[src/rtl/euler_state_update_if.sv]
// Handshake and data bundle between the ODE row engines and the Euler update stage.
// The master side drives start/operands/bu; the slave side (the update stage) answers.
interface euler_state_update_if #(
    parameter int N = 3
);
    logic              start;
    logic [15:0]       h;
    logic [16*N-1:0]   X;
    logic [16*N-1:0]   AX;
    logic [15:0]       bu;
    logic              bu_valid;
    logic              bu_ready;
    logic [15:0]       row_idx;
    logic [16*N-1:0]   X_next;
    logic              busy;
    logic              done;
    logic              error;

    modport master (
        output start, h, X, AX, bu, bu_valid,
        input  bu_ready, row_idx, X_next, busy, done, error
    );

    modport slave (
        input  start, h, X, AX, bu, bu_valid,
        output bu_ready, row_idx, X_next, busy, done, error
    );
endinterface

[src/rtl/euler_state_update.sv]
// Forward-Euler row update: x_next[i] = x[i] + h*ax[i] + bu, rows consumed N-1 down to 0.
// Define SATURATE_EN to clamp overflowing operations instead of wrapping them.
module euler_state_update #(
    parameter int N    = 3,
    parameter int FRAC = 8
) (
    input  logic                  clk,
    input  logic                  rst,
    euler_state_update_if.slave   bus
);
    localparam int IDX_W = (N > 1) ? $clog2(N) : 1;

    typedef enum logic [1:0] {S_IDLE, S_ROW, S_FIN} state_t;

    state_t              r_state;
    logic signed [15:0]  r_h;
    logic [16*N-1:0]     r_x;
    logic [16*N-1:0]     r_ax;
    logic [15:0]         r_row_idx;
    logic [16*N-1:0]     r_x_next;
    logic                r_busy;
    logic                r_done;
    logic                r_error;
    logic                r_bu_ready;

    logic signed [15:0]  w_x_rows  [N];
    logic signed [15:0]  w_ax_rows [N];
    logic [IDX_W-1:0]    w_row_sel;
    logic signed [15:0]  w_x;
    logic signed [15:0]  w_ax;
    logic signed [15:0]  w_bu;
    logic signed [31:0]  w_prod;
    logic [16-FRAC:0]    w_prod_hi;
    logic                w_mul_ovf;
    logic signed [15:0]  w_mul;
    logic signed [15:0]  w_s1;
    logic                w_add1_ovf;
    logic signed [15:0]  w_sum;
    logic                w_add2_ovf;
    logic                w_ovf;

    generate
        for (genvar gi = 0; gi < N; gi++) begin : g_rows
            assign w_x_rows[gi]  = r_x[16*gi +: 16];
            assign w_ax_rows[gi] = r_ax[16*gi +: 16];
        end
    endgenerate

    assign w_row_sel = r_row_idx[IDX_W-1:0];
    assign w_x       = w_x_rows[w_row_sel];
    assign w_ax      = w_ax_rows[w_row_sel];
    assign w_bu      = bus.bu;
    assign w_prod    = r_h * w_ax;
    assign w_prod_hi = w_prod[31:FRAC+15];
    // The product fits in 16 bits only when every bit above the kept window matches its sign.
    assign w_mul_ovf = !((&w_prod_hi) || !(|w_prod_hi));

    always_comb begin
        w_mul = w_prod[FRAC+15:FRAC];
`ifdef SATURATE_EN
        if (w_mul_ovf) w_mul = w_prod[31] ? 16'sh8000 : 16'sh7FFF;
`endif
        w_s1       = w_x + w_mul;
        w_add1_ovf = (w_x[15] == w_mul[15]) && (w_s1[15] != w_x[15]);
`ifdef SATURATE_EN
        if (w_add1_ovf) w_s1 = w_x[15] ? 16'sh8000 : 16'sh7FFF;
`endif
        w_sum      = w_s1 + w_bu;
        w_add2_ovf = (w_s1[15] == w_bu[15]) && (w_sum[15] != w_s1[15]);
`ifdef SATURATE_EN
        if (w_add2_ovf) w_sum = w_s1[15] ? 16'sh8000 : 16'sh7FFF;
`endif
        w_ovf = w_mul_ovf || w_add1_ovf || w_add2_ovf;
    end

    always_ff @(posedge clk) begin
        if (rst) begin
            r_state    <= S_IDLE;
            r_h        <= '0;
            r_x        <= '0;
            r_ax       <= '0;
            r_row_idx  <= 16'(N-1);
            r_x_next   <= '0;
            r_busy     <= 1'b0;
            r_done     <= 1'b0;
            r_error    <= 1'b0;
            r_bu_ready <= 1'b0;
        end else begin
            case (r_state)
                S_IDLE: begin
                    r_done <= 1'b0;
                    if (bus.start) begin
                        r_h        <= bus.h;
                        r_x        <= bus.X;
                        r_ax       <= bus.AX;
                        r_error    <= 1'b0;
                        r_row_idx  <= 16'(N-1);
                        r_busy     <= 1'b1;
                        r_bu_ready <= 1'b1;
                        r_state    <= S_ROW;
                    end
                end
                S_ROW: begin
                    if (bus.bu_valid) begin
                        r_x_next[16*w_row_sel +: 16] <= w_sum;
                        if (w_ovf) r_error <= 1'b1;
                        if (r_row_idx == 16'd0) begin
                            r_busy     <= 1'b0;
                            r_bu_ready <= 1'b0;
                            r_done     <= 1'b1;
                            r_state    <= S_FIN;
                        end else begin
                            r_row_idx <= r_row_idx - 16'd1;
                        end
                    end
                end
                S_FIN: begin
                    r_done  <= 1'b0;
                    r_state <= S_IDLE;
                end
                default: r_state <= S_IDLE;
            endcase
        end
    end

    assign bus.bu_ready = r_bu_ready;
    assign bus.row_idx  = r_row_idx;
    assign bus.X_next   = r_x_next;
    assign bus.busy     = r_busy;
    assign bus.done     = r_done;
    assign bus.error    = r_error;
endmodule

[src/flat_wrapper.sv]
// flat-port wrapper written by rule: the top's interface ports become plain ports
module euler_state_update_flat 
#(
    parameter int N    = 3,
    parameter int FRAC = 8
)
  (clk, rst, bus_start, bus_h, bus_X, bus_AX, bus_bu, bus_bu_valid, bus_bu_ready, bus_row_idx, bus_X_next, bus_busy, bus_done, bus_error);
  euler_state_update_if #(.N(N)) bus_i ();
  input  logic clk;
  input  logic rst;
  input wire logic [$bits(bus_i.start)-1:0] bus_start;
  input wire logic [$bits(bus_i.h)-1:0] bus_h;
  input wire logic [$bits(bus_i.X)-1:0] bus_X;
  input wire logic [$bits(bus_i.AX)-1:0] bus_AX;
  input wire logic [$bits(bus_i.bu)-1:0] bus_bu;
  input wire logic [$bits(bus_i.bu_valid)-1:0] bus_bu_valid;
  output wire logic [$bits(bus_i.bu_ready)-1:0] bus_bu_ready;
  output wire logic [$bits(bus_i.row_idx)-1:0] bus_row_idx;
  output wire logic [$bits(bus_i.X_next)-1:0] bus_X_next;
  output wire logic [$bits(bus_i.busy)-1:0] bus_busy;
  output wire logic [$bits(bus_i.done)-1:0] bus_done;
  output wire logic [$bits(bus_i.error)-1:0] bus_error;
  assign bus_i.start = bus_start;
  assign bus_i.h = bus_h;
  assign bus_i.X = bus_X;
  assign bus_i.AX = bus_AX;
  assign bus_i.bu = bus_bu;
  assign bus_i.bu_valid = bus_bu_valid;
  assign bus_bu_ready = bus_i.bu_ready;
  assign bus_row_idx = bus_i.row_idx;
  assign bus_X_next = bus_i.X_next;
  assign bus_busy = bus_i.busy;
  assign bus_done = bus_i.done;
  assign bus_error = bus_i.error;
  euler_state_update #(.N(N), .FRAC(FRAC)) u_core (.clk(clk), .rst(rst), .bus(bus_i));
endmodule
[config.mk]
export PLATFORM = sky130hd
export DESIGN_NAME = euler_state_update_flat
export DESIGN_NICKNAME = d
export VERILOG_FILES = /design/src/rtl/euler_state_update_if.sv /design/src/rtl/euler_state_update.sv /design/src/flat_wrapper.sv
export SDC_FILE = /design/constraint.sdc
export NUM_CORES = 1
export LEC_CHECK = 0
export CAP_MARGIN = 0
export CORE_MARGIN = 1.5
export CORE_UTILIZATION = 53
export DETAILED_ROUTE_END_ITERATION = 8
export PLACE_DENSITY = 0.84
export SLEW_MARGIN = 20
export SYNTH_ARGS = -nofsm -noshare
export SYNTH_HDL_FRONTEND = slang
export SYNTH_SLANG_ARGS = --single-unit
[constraint.sdc]
create_clock -name clk -period 9.5 [get_ports clk]
set_input_delay 1.9 -clock clk [delete_from_list [all_inputs] [get_ports clk]]
set_output_delay 1.9 -clock clk [all_outputs]
set_load 0.005 [all_outputs]
run_1/wire_density.png
The die is cut into 37 by 37 equal tiles; black is low, pale yellow is high, scaled to the fullest tile. Values are wire area over tile area, all layers added.
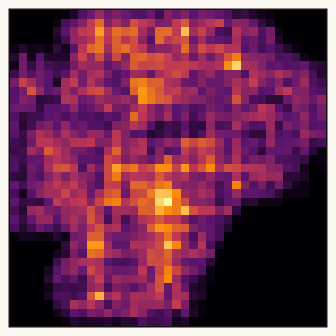
emptiest ninth of the die: south-east
nearly empty tiles: 21%
mean over tiles: 0.24
fullest tile: 0.85

run_1/zoom.png
Scale bar: 10 um. Region (81, 44) to (106, 69) um. Cells in gray, sequential cells in the stronger gray; small squares are vias.
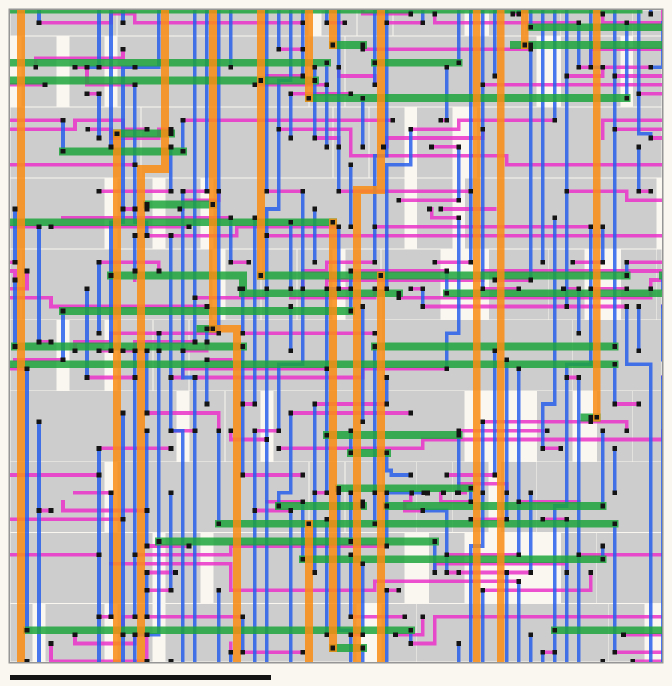
[met2] blue
[met4] orange
[met3] green
[met1] magenta
sequential cells in the window: 0
most frequent: nand2_1 (23), fa_1 (18), inv_1 (11)
cells with their middle in the window: 56

==> run summary, run 1 <==
Status of the implementation.

- The cell type contributing the most total cell area after synthesis is sky130_fd_sc_hd__fa_1, for reference.
- The most critical setup path has its startpoint at u_core.bus.row_idx[1]$_SDFFE_PP1P_.
- The xor and xnor area share after synthesis is 0.03300, for reference.
- The synthesis-to-layout area growth is 19.23%, for reference.
- The start of the worst register-to-register path is u_core.bus.row_idx[1]$_SDFFE_PP1P_, for reference.
- According to the timing report, the arrival time at the worst endpoint equals 9480 ps.
- The initialized floorplan defines between 60 and 70 standard-cell rows.
- The number of placed I/O pins is roughly 200, for reference.
- In the layout the commonest cells are sky130_fd_sc_hd__nand2_1 (408), sky130_fd_sc_hd__inv_1 (328), sky130_fd_sc_hd__fa_1 (263).
- The reported leakage power is 9.538 nW, for reference.
- Among the non-sequential cells, adder cells take the most area.
- The minimum clock period after layout is between 9000 and 10000 ps, for reference.
- Note that the worst hold path type here is reg2reg.
- The total overflow left after global routing is 0.
- The worst reg-to-reg path cell count is 37, for reference.
- After the first detailed-routing iteration, the DRC count stood at 1362.
- The clock passes through at most 2 buffers.
- For this run, the register share of the synthesized area comes to 0.2012.
- The post-synthesis average cell area is between 8 and 9 um^2, for reference.
- Before antenna repair, the detailed router went through 6 iterations.
- The report shows a maximum critical-path fanout of 10.
- After synthesis, the cell types taking the most area are sky130_fd_sc_hd__fa_1 (29%), sky130_fd_sc_hd__dfxtp_1 (20%), sky130_fd_sc_hd__nand2_1 (8.5%).
- The number of slew-limit violations in the final report is 0, for reference.
- The pre-placement core utilization is 0.5372, for reference.
- The number of synthesized flops with an enable pin is 0, for reference.
- The net count of the mapped netlist is roughly 2600, for reference.
- STA classifies the critical path startpoint as a flip-flop.
- The antenna violation net count after detailed routing is 0, for reference.
- The standard cell with the maximum stage delay on the critical path is sky130_fd_sc_hd__fa_1, for reference.
- Entering global routing, the biggest net connects ~120 pins.
- The flow ran to the end, and the final reports show no timing, DRC or antenna violations.
- The first global-routing pass estimated between 70 and 80 mm of wire.
- Per the power-grid run, VDD falls by no more than 0.0001312 V.
- The share of synthesized cell area in and, or, nand and nor gates is 0.1800, for reference.
- Synthesis produced a netlist whose cell count is about 2100.
- The number of cells in the yosys synthesis report is 2116, for reference.
- The final routed DRC violation total is 0, for reference.
- The insertion delay at the late pin of the worst-skew pair is 480 ps, for reference.
- The final report lists a non-filler cell total of about 2800.
- The area inside the core boundary is approximately 0.034 mm^2, for reference.
- Hold timing on the final database bottoms out at a slack of 459.0 ps.
- Of the post-synthesis cell area, the dominant cell type holds 0.2923.
- The post-detailed-route wirelength per cell is roughly 18 um, for reference.
- The total standard cell area after synthesis is roughly 0.018 mm^2, for reference.
- The overall fraction of global-route tracks in use is 0.2837, for reference.
- The termination of the worst setup path is u_core.bus.X_next[46]$_SDFFE_PP0P_, for reference.
- The number of antenna violations at the first check in global routing is 2, for reference.
- The count of warning messages emitted by the tools is 32, for reference.
- In the synthesized netlist the async set-or-reset flop fraction comes to 0.
- In this run, post-CTS repair resized a total of 5 instances.
- The floorplan die height is 187.4 um, for reference.
- The total die area is approximately 0.035 mm^2, for reference.
- The number of violations of the max-capacitance limit is 0, for reference.
- The die outline width is around 190 um, for reference.
- The number of endpoints with negative hold slack in the final report is 0, for reference.
run_1/gate_families.png
Scale bar: 50 um.
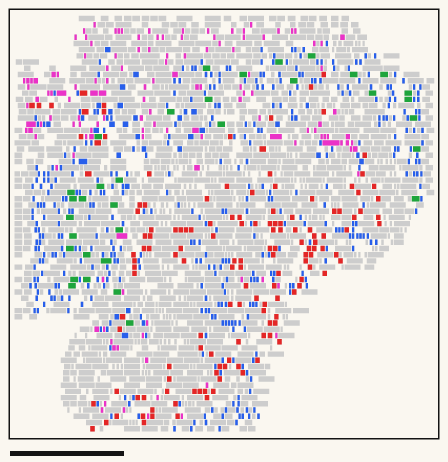
[NOR gates] magenta | cells: 134 | where: widely spread
[multiplexers] green | cells: 34
[NAND gates] blue | cells: 442
[AND and OR gates] red | cells: 145

==> run 1: critical path, delay by kind of cell, from the launching register on <==
family,cells,cell delay [ps]
adders and majority gates,9,3830
DFF,1,370
muxes,1,160
AOI/OAI and AO/OA,11,2520
buffers and inverters,7,560
xor gates and xnor gates,1,230
and+or+nand+nor,8,1350
==> run 1: where the power goes <==
group          switching [mW]  internal, mW
sequential             0.0402         0.799
combinational           0.739         0.519
clock                   0.382         0.362
==> run 1: per-stage QoR <==
step | total power [mW] | area (um^2) | TNS [ps] | utilization | setup WS [ps]
6_report | 2.841 | 21480 | 0 | 0.6404 | 337.5
4_1_cts | 2.753 | 21140 | -9.083 | 0.6304 | -9.083
2_1_floorplan | 1.629 | 18020 | 0 | - | 35.50
5_1_grt | 2.994 | 21480 | -165.7 | 0.6404 | -49.23
3_3_place_gp | 1.952 | 20500 | 0 | 0.6114 | 182.9
3_5_place_dp | 1.993 | 20500 | -798.5 | 0.6114 | -228.6
==> run 1: cell type report <==
cell class,instances,area [um^2],area share
sequential,181,3628,0.1690
multi-input combinational,1510,12950,0.6031
clock buffer,17,425.4,0.01981
clock inverter,15,192.7,0.008972
antenna,2,5.005,0.0002330
inverter,328,1231,0.05733
tap,448,560.5,0.02610
timing repair buffer,257,2480,0.1155
==> run 1: per-layer routing <==
layer,global-route usage,share of wire,vias up
met5,0,0,-
met4,0.1334,0.048,0
met3,0.04878,0.074,167
met2,0.4748,0.49,731
met1,0.3579,0.39,7503
li1,-,-,6967
==> run 1: registers in the layout, indices dropped and copies added (netlist names) <==
register / count
u_core.bus.error: 1
u_core.bus.X_next: 48
u_core.r_x: 48
u_core.r_ax: 48
u_core.bus.row_idx: 16
u_core.r_h: 16
u_core.r_state: 2
u_core.bus.busy: 1
u_core.bus.done: 1
run_1/final_placement.png
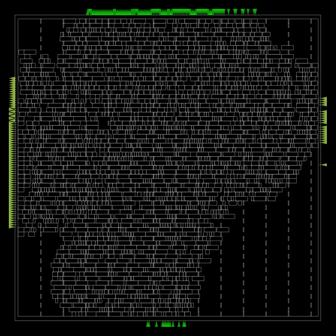

==> run 2, diff against run 1 <==
Settings changed: ABC_AREA from default to 1, PLACE_DENSITY 0.84 to 0.83.
run_2/final_placement.png
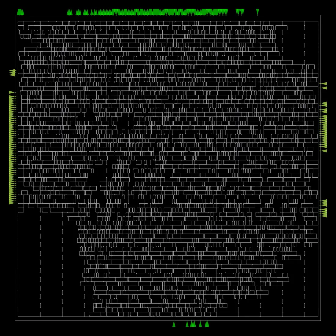
share of the core filled with cells in the final layout: 0.6391
flop count: 181

==> run 2 against run 1 <==
Effect of this change: worst hold slack got worse by 6.0 ps; global-route usage grew 2.8 points; critical path depth unchanged; cell count rose by 15%; sequential power is 1% higher; highest routed layer unchanged.
==> run summary, run 2 <==
Status of the implementation.

- The flow ran to the end, and the final reports show no timing, DRC or antenna violations.
- The minimum clock period after layout came to 9094 ps (-68.55 ps).
- The post-synthesis average cell area was 7.513 um^2 (-12%).
- The number of violations of the max-capacitance limit is 0 (unchanged).
- The insertion delay at the late pin of the worst-skew pair is 470 ps (about the same).
- The reported leakage power was 10.00 nW (+4.9%).
- The proportion of total power due to net switching is 0.5265 (+0.1180), for reference.
- The number of antenna violations at the first check in global routing is 2 (unchanged).
- The total combinational power was 3.84 mW (+200%).
- The length of routed met2 wiring is 26.75 mm (+12%).
- The busiest layer in global routing is met2, for reference.
- The die outline width is 191.6 um (+2.3%).
- The final setup skew is ~12 ps, for reference.
- The post-detailed-route wirelength per cell is 17.60 um (-1.5%), for reference.
- The share of total power in combinational logic is 0.708 (+0.265).
- The sum of routed wire segments on met1 is 22.66 mm (+17%), for reference.
- The maximum clock insertion buffer count is 2 (unchanged), for reference.
- The library cells used most frequently in the layout, excluding fill and tap cells, are sky130_fd_sc_hd__nand2_1 (543), sky130_fd_sc_hd__inv_1 (463), sky130_fd_sc_hd__nor2_1 (289).
- The total standard cell area after synthesis was 0.01885 mm^2 (+4.6%).
- The cell type contributing the most total cell area after synthesis is sky130_fd_sc_hd__fa_1, for reference.
- The largest driver fanout on the critical path is 9 (-1).
- The minimum hold slack is 453.0 ps (-5.985 ps).
- The clock network power share came to 0.136 (-0.126).
- The count of warning messages emitted by the tools came to 31 (-3.1%).
- The pre-placement core utilization is 0.5417 (+0.004508), for reference.
- The placed instance area is 0.02135 mm^2 (+4.1%), for reference.
- The routing usage on met3 came to 0.05262 (+0.003841).
- The number of DRC violations after detailed-routing iteration 0 came to 1504 (+10%).
- The clock group power is 0.739 mW (-0.7%), for reference.
- The synthesis-to-layout area growth is 17.99%, for reference.
- The antenna violation net count after detailed routing is 0 (unchanged).
- The net count of the mapped netlist is 3017 (+15%), for reference.
- In this design, the stage delay of the slowest critical-path cell is around 630 ps.
- The area of all placed cells without fillers is 0.02224 mm^2 (+3.6%), for reference.
- The final non-filler cell total is 3163 (+15%), for reference.
- The global-route wire length before repair is 89.16 mm (+13%), for reference.
- The number of optimization iterations in the first detailed-route pass is 6 (unchanged), for reference.
- The overall fraction of global-route tracks in use is 0.3114 (+0.02777), for reference.
- The standard cell with the maximum stage delay on the critical path is sky130_fd_sc_hd__dfxtp_1, for reference.
- The post-placement setup slack is 290.6 ps (+519.1 ps), for reference.
- The internal power consumption is 2.570 mW (+53%), for reference.
- The final routed DRC violation total was 0 (unchanged).
- The worst supply voltage drop on vdd was 0.0002197 V (+67%).
- The number of endpoints with negative hold slack in the final report is 0 (unchanged), for reference.
- The count of buffer and inverter cells on the critical path is 5 (-2), for reference.
- The type of the tightest min-delay check is reg2reg, for reference.
- The met3 routed wirelength is 4.381 mm (+20%), for reference.
- Per report_power, the top consumer among the power groups is combinational logic.
- The number of placed I/O pins is 200 (unchanged), for reference.
- The switching power is 2.859 mW (+150%).
- The cell family contributing the most delay on the critical path is adder cells, for reference.
- The total die area is 0.03670 mm^2 (+4.6%), for reference.
- The total negative setup slack is 0 ps (unchanged), for reference.
- The portion of total power attributed to sequential cells is 0.156 (-0.139), for reference.
- The overall power of the completed layout is 5.429 mW (+91%), for reference.
- The area inside the core boundary was 0.03480 mm^2 (+3.8%).
- The number of standard-cell rows in the floorplan was 68 (+1.5%).
- The main area contributors are sky130_fd_sc_hd__fa_1 (28%), sky130_fd_sc_hd__dfxtp_1 (19%), sky130_fd_sc_hd__nand2_1 (11%).
- The number of synthesized flops with an enable pin came to 0 (unchanged).
- The fraction of met1 tracks used by global routing is 0.4101 (+0.05218), for reference.
- The category of the worst setup path launch point is a flip-flop, for reference.
- The worst reg-to-reg path cell count is 37 (unchanged).
- The floorplan die height is 191.6 um (+2.3%), for reference.
- The depth of the critical timing path with buffers and inverters included came to 37 (unchanged).
- Hold repair after CTS inserted 0 buffers.
- The most popular library cell in the synthesized design by count is sky130_fd_sc_hd__nand2_1, for reference.
- The area share of the largest cell type after synthesis is 0.2793 (-0.01298).
- The number of cells in the yosys synthesis report was 2509 (+19%).
- The share of synthesized registers carrying an async set or reset is 0 (unchanged), for reference.
- The global routing met2 resource utilization came to 0.5206 (+0.04579).
- The remaining global-route overflow is 0 (unchanged), for reference.
- The register area share after synthesis is 0.1922 (-0.008933), for reference.
- The synthesized instance count is 2509 (+19%), for reference.
- The number of slew-limit violations in the final report came to 0 (unchanged).
- The sequential group power came to 0.848 mW (+1%).
- The pin count of the biggest net entering global routing is 104 (-10%).
- The uppermost layer routed is met4, for reference.
- The final critical-path share of the clock period is 0.9573, for reference.
-- run 2: cell count changes after synthesis, sizes merged, moves of 34 or more --
cell,change
a211oi,+34
mux2i,-34
nand2,+148
and2,-124
inv,+147
nand3,+51
a22oi,-36
o21ai,+47
nor2,+188
a21oi,+40
-- run 2: kinds of logic after synthesis --
group,count (synthesis),share of synthesized area
buf+inv,580,0.1172
flops,181,0.1922
fa+ha+maj,376,0.3543
xor+xnor,48,0.02230
simple gates,952,0.2046
compound gates,372,0.1093
-- run 2: final cells by class --
class	count	area (um^2)	area share
sequential	181	3628	0.1632
timing repair inverter	1	7.507	0.0003376
multi-input combinational	1748	13130	0.5903
antenna	1	2.502	0.0001125
inverter	486	1833	0.08242
tap	455	569.3	0.02560
timing repair buffer	259	2461	0.1107
clock buffer	17	425.4	0.01913
clock inverter	15	183.9	0.008270
-- run 2: worst max path at each step --
stage / endpoint / startpoint
after floorplan: u_core.bus.error$_SDFFE_PP0P_ / u_core.bus.row_idx[1]$_SDFFE_PP1P_
after global placement: u_core.bus.error$_SDFFE_PP0P_ / u_core.bus.row_idx[1]$_SDFFE_PP1P_
after detailed placement: u_core.bus.X_next[47]$_SDFFE_PP0P_ / u_core.bus.row_idx[1]$_SDFFE_PP1P_
after CTS: u_core.bus.X_next[47]$_SDFFE_PP0P_ / u_core.bus.row_idx[1]$_SDFFE_PP1P_
after global routing: u_core.bus.X_next[47]$_SDFFE_PP0P_ / u_core.bus.row_idx[1]$_SDFFE_PP1P_
final: u_core.bus.X_next[45]$_SDFFE_PP0P_ / u_core.r_h[3]$_SDFFE_PP0P_
-- run 2: timing repair --
action / in CTS / in global routing
gates resized: 0 / 48
setup buffers: 0 / 16
endpoints found under the setup margin: 0 / 15
Power is estimated from default activity; no workload was simulated.
